$ cat src/rtl/byte_unstriping.sv
// byte_unstriping: the receive-side merge for the two-lane byte striper.
// Two half-rate lane streams are folded back into one byte stream at clk_2f.
// The lane 0 byte comes first and the lane 1 byte follows. The block aligns to
// the first valid lane 0 word. It returns to idle after IDLE_WORDS consecutive
// empty words and pulses err_order when lane 1 is valid without lane 0.
// IDLE_WORDS must lie in 1..7, and 2**CW must exceed IDLE_WORDS.
module byte_unstriping #(
  parameter int DW         = 8,
  parameter int IDLE_WORDS = 4,
  parameter int CW         = 3
) (
  input  logic          clk_2f,
  input  logic          reset,
  input  logic [DW-1:0] lane_0_cond,
  input  logic          valid_0_cond,
  input  logic [DW-1:0] lane_1_cond,
  input  logic          valid_1_cond,
  output logic [DW-1:0] data_out,
  output logic          valid_out,
  output logic          active,
  output logic          err_order
);

  typedef enum logic {
    S_IDLE   = 1'b0,
    S_ACTIVE = 1'b1
  } state_t;

  localparam logic [CW-1:0] LP_LAST_IDLE = CW'(IDLE_WORDS - 1);

  state_t        r_state;
  state_t        w_stateNext;

  logic          r_sel;
  logic          w_selNext;
  logic [DW-1:0] r_hold1;
  logic [DW-1:0] w_hold1Next;
  logic          r_hv1;
  logic          w_hv1Next;
  logic [CW-1:0] r_idleCnt;
  logic [CW-1:0] w_idleCntNext;

  logic [DW-1:0] r_dataOut;
  logic          r_validOut;
  logic          r_active;
  logic          r_errOrder;
  logic [DW-1:0] w_dataNext;
  logic          w_validNext;
  logic          w_activeNext;
  logic          w_errNext;

  logic          w_emptyWord;
  logic          w_orderErr;
  logic          w_idleDone;

  assign w_emptyWord = !valid_0_cond && !valid_1_cond;
  assign w_orderErr  = !valid_0_cond &&  valid_1_cond;
  assign w_idleDone  = (r_idleCnt == LP_LAST_IDLE);

  assign data_out  = r_dataOut;
  assign valid_out = r_validOut;
  assign active    = r_active;
  assign err_order = r_errOrder;

  // State register: alignment state, with a synchronous active-low clear.
  always_ff @(posedge clk_2f) begin
    if (!reset) begin
      r_state <= S_IDLE;
    end else begin
      r_state <= w_stateNext;
    end
  end

  // Next state: align on valid lane 0, and drop out after the final empty capture.
  always_comb begin
    w_stateNext = r_state;
    case (r_state)
      S_IDLE: begin
        if (valid_0_cond) begin
          w_stateNext = S_ACTIVE;
        end
      end
      S_ACTIVE: begin
        if (!r_sel && w_emptyWord && w_idleDone) begin
          w_stateNext = S_IDLE;
        end
      end
      default: w_stateNext = S_IDLE;
    endcase
  end

  // Output/datapath decode: pick the byte for this slot and update the held lane 1 byte.
  always_comb begin
    w_selNext     = r_sel;
    w_hold1Next   = r_hold1;
    w_hv1Next     = r_hv1;
    w_idleCntNext = r_idleCnt;
    w_dataNext    = '0;
    w_validNext   = 1'b0;
    w_errNext     = 1'b0;
    w_activeNext  = (w_stateNext == S_ACTIVE);
    case (r_state)
      S_IDLE: begin
        if (valid_0_cond) begin
          w_dataNext    = lane_0_cond;
          w_validNext   = 1'b1;
          w_hold1Next   = lane_1_cond;
          w_hv1Next     = valid_1_cond;
          w_selNext     = 1'b1;
          w_idleCntNext = '0;
        end else if (valid_1_cond) begin
          w_errNext = 1'b1;
        end
      end
      S_ACTIVE: begin
        if (r_sel) begin
          w_dataNext  = r_hold1;
          w_validNext = r_hv1;
          w_selNext   = 1'b0;
        end else begin
          w_dataNext  = lane_0_cond;
          w_hold1Next = lane_1_cond;
          w_selNext   = 1'b1;
          if (w_orderErr) begin
            w_errNext     = 1'b1;
            w_validNext   = 1'b0;
            w_hv1Next     = 1'b0;
            w_idleCntNext = '0;
          end else begin
            w_validNext = valid_0_cond;
            w_hv1Next   = valid_1_cond;
            if (w_emptyWord) begin
              if (w_idleDone) begin
                w_selNext     = 1'b0;
                w_idleCntNext = '0;
              end else begin
                w_idleCntNext = r_idleCnt + CW'(1);
              end
            end else begin
              w_idleCntNext = '0;
            end
          end
        end
      end
      default: begin
        w_selNext     = 1'b0;
        w_idleCntNext = '0;
      end
    endcase
  end

  // Datapath and output registers: a reset discards any half-emitted word.
  always_ff @(posedge clk_2f) begin
    if (!reset) begin
      r_sel      <= 1'b0;
      r_hold1    <= '0;
      r_hv1      <= 1'b0;
      r_idleCnt  <= '0;
      r_dataOut  <= '0;
      r_validOut <= 1'b0;
      r_active   <= 1'b0;
      r_errOrder <= 1'b0;
    end else begin
      r_sel      <= w_selNext;
      r_hold1    <= w_hold1Next;
      r_hv1      <= w_hv1Next;
      r_idleCnt  <= w_idleCntNext;
      r_dataOut  <= w_dataNext;
      r_validOut <= w_validNext;
      r_active   <= w_activeNext;
      r_errOrder <= w_errNext;
    end
  end

endmodule

$ cat config.mk
export PLATFORM = sky130hd
export DESIGN_NAME = byte_unstriping
export DESIGN_NICKNAME = d
export VERILOG_FILES = /design/src/rtl/byte_unstriping.sv
export SDC_FILE = /design/constraint.sdc
export NUM_CORES = 1
export LEC_CHECK = 0
export CAP_MARGIN = 30
export CORE_MARGIN = 4
export CORE_UTILIZATION = 59
export DETAILED_ROUTE_END_ITERATION = 8
export DONT_BUFFER_PORTS = 1
export PLACE_DENSITY = 0.79
export SYNTH_ARGS = -nofsm -noshare
export SYNTH_HDL_FRONTEND = slang
export SYNTH_SLANG_ARGS = --single-unit
$ cat constraint.sdc
create_clock -name clk_2f -period 1.5 [get_ports clk_2f]
set_input_delay 0.225 -clock clk_2f [delete_from_list [all_inputs] [get_ports clk_2f]]
set_output_delay 0.225 -clock clk_2f [all_outputs]
set_load 0.05 [all_outputs]
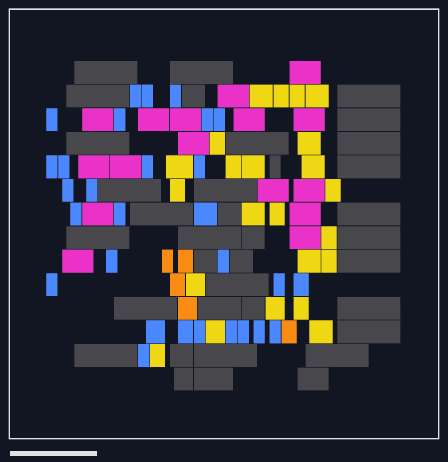
gates.png
Scale bar: 10 um.
- magenta: mux cells (cells 16; most used mux2i_1)
- blue: nand cells (cells 29; most used nand2_1)
- orange: nor cells (cells 5; most used nor3_1)
- yellow: aoi and oai cells (cells 23; most used a21oi_1)
Commonest Layout Cell: nand2_1
Layout Cells excl Fill: 125
logic share of the area: 46.5%

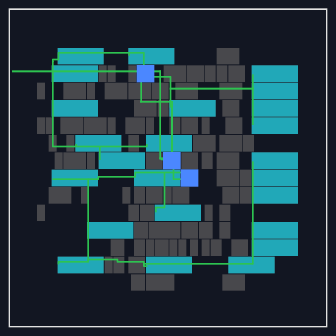
clock_wires.png
- blue: clock-net drivers (count 3)
- green: clock wires (length 229 um)
- cyan: flip-flops (count 24)
- routed clock nets: 4
Clk pwr share: 22.2%
Power Clock: 262 uW
clk_skew: 3.92 ps

==> flow_summary.ini <==
; synthesis and place-and-route metrics
[place]
dp_cells = 121
io_buffers = 0
place_ws_ps = 339

[clocking]
worstSkewPairLatency_ps = 300
cts_root_buf = clkbuf_4
path_clk_slew_ps = 120
cts_buffers = 3
tritoncts = yes
hold_buffers = 1

[drt]
routed.top_layer = met4
drt-met1-wl_um = 863
detail_route.wl_per_cell_um = 15.4
viasPerCell = 6.15
remaining_drc_errors = 0

[finish]
flop_area_um2 = 480
seq_share_pct = 46.0
fill_cells = 129
lay_top_cells = nand2_1 (25), dfxtp_1 (24), mux2i_1 (16)
seq_cells = 24
area_delta_synth_final_pct = 3.47
final_util_pct = 67.0
largestClassByArea = combinational gates

[yosys]
xor_area_share_pct = 0
ys_sh_simple_pct = 16.1
ys_warn_count = 0
async_flop_share_pct = 0
synth-edff-count = 0
top_cells_by_count = nand2_1 (25), dfxtp_1 (24), mux2i_1 (16)
ys_sh_mux_pct = 15.9
yosysUniqueCellTypes = 22
top_logic_kind = simple AND/OR/NAND/NOR gates
ys_seq_share_pct = 47.6
top_area_cell = dfxtp_1
yosys-stat-cells = 110

[final_timing]
relSlewSlack_pct = 66.2
fin_crit_ps = 1220
hold_ws_ps = 34.3
setup_viol = 0
timing.fmax_mhz = 817
period_used_pct = 81.6
grt_setup_unrepaired = false

[power_and_ir_drop]
seq_cell_power_uw = 774
maxPowerGroup = registers
powerComb_uw = 143
p_per_area_nw_per_um2 = 1130
design_power_total_mw = 1.18
switching_power_uw = 337
p_sw_share_pct = 28.6

[global_route]
grt_pass1_wl_um = 3320
grt_max_degree = 27

[worst_setup_path]
crit_cells = 1
crit_path_end = active
end_kind = output pin
arrival_ps = 1000
r2r_start = active$_SDFF_PN0_
rrSetupSlack_ps = 310
critPathLaunch = active$_SDFF_PN0_
r2r-end = r_idleCnt[0]$_SDFFE_PN0P_
crit_required_ps = 1270
r2r.worst_path.cells = 2

[hold_path]
hold_path.class = in -> reg
hold_path_startpoint = reset

[die]
die-area_um2 = 2440
die_y_um = 49.4
fp_util_pct = 64.8
taps = 16
num_rows = 14

[outcome]
status = complete, no violations

[job]
maxCapViolCount = 0
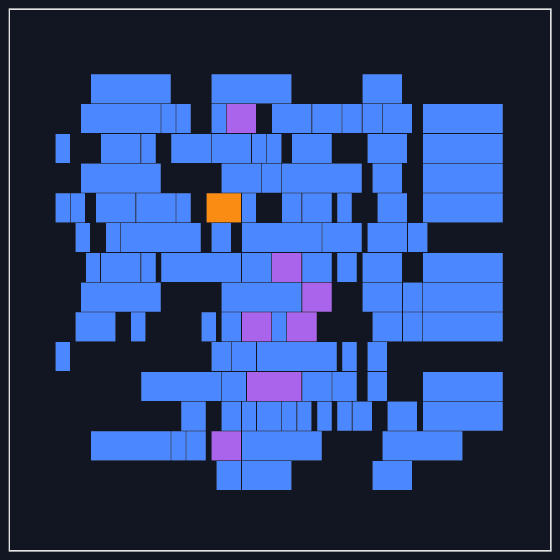
sizing.png
- orange: x2 (cells 1; share 0.92%; most used o21ai_2)
- purple: x3 and x4 (cells 7; share 6.4%)
- blue: x1 and smaller (cells 101; share 93%; most used nand2_1)
fin area: 1040 um2
Non-Clock Buffer Count: 4
Setup WS post-layout: 277 ps

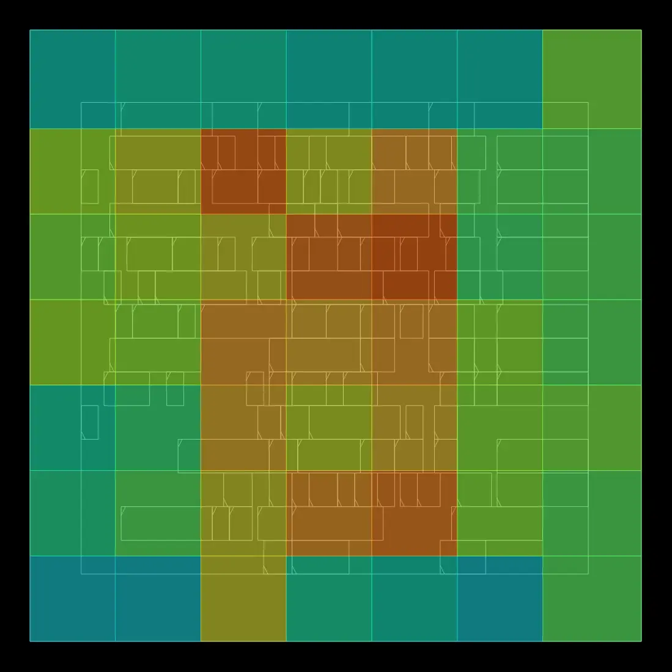
congestion_map.png
Overall Global Routing Usage: 17.3%
GRT busiest layer: met2
met3 global-route usage: 5.81%
M2 GR Usage: 26.6%
M1 GR Usage: 22.6%

Power and IR drop assume default switching activity.
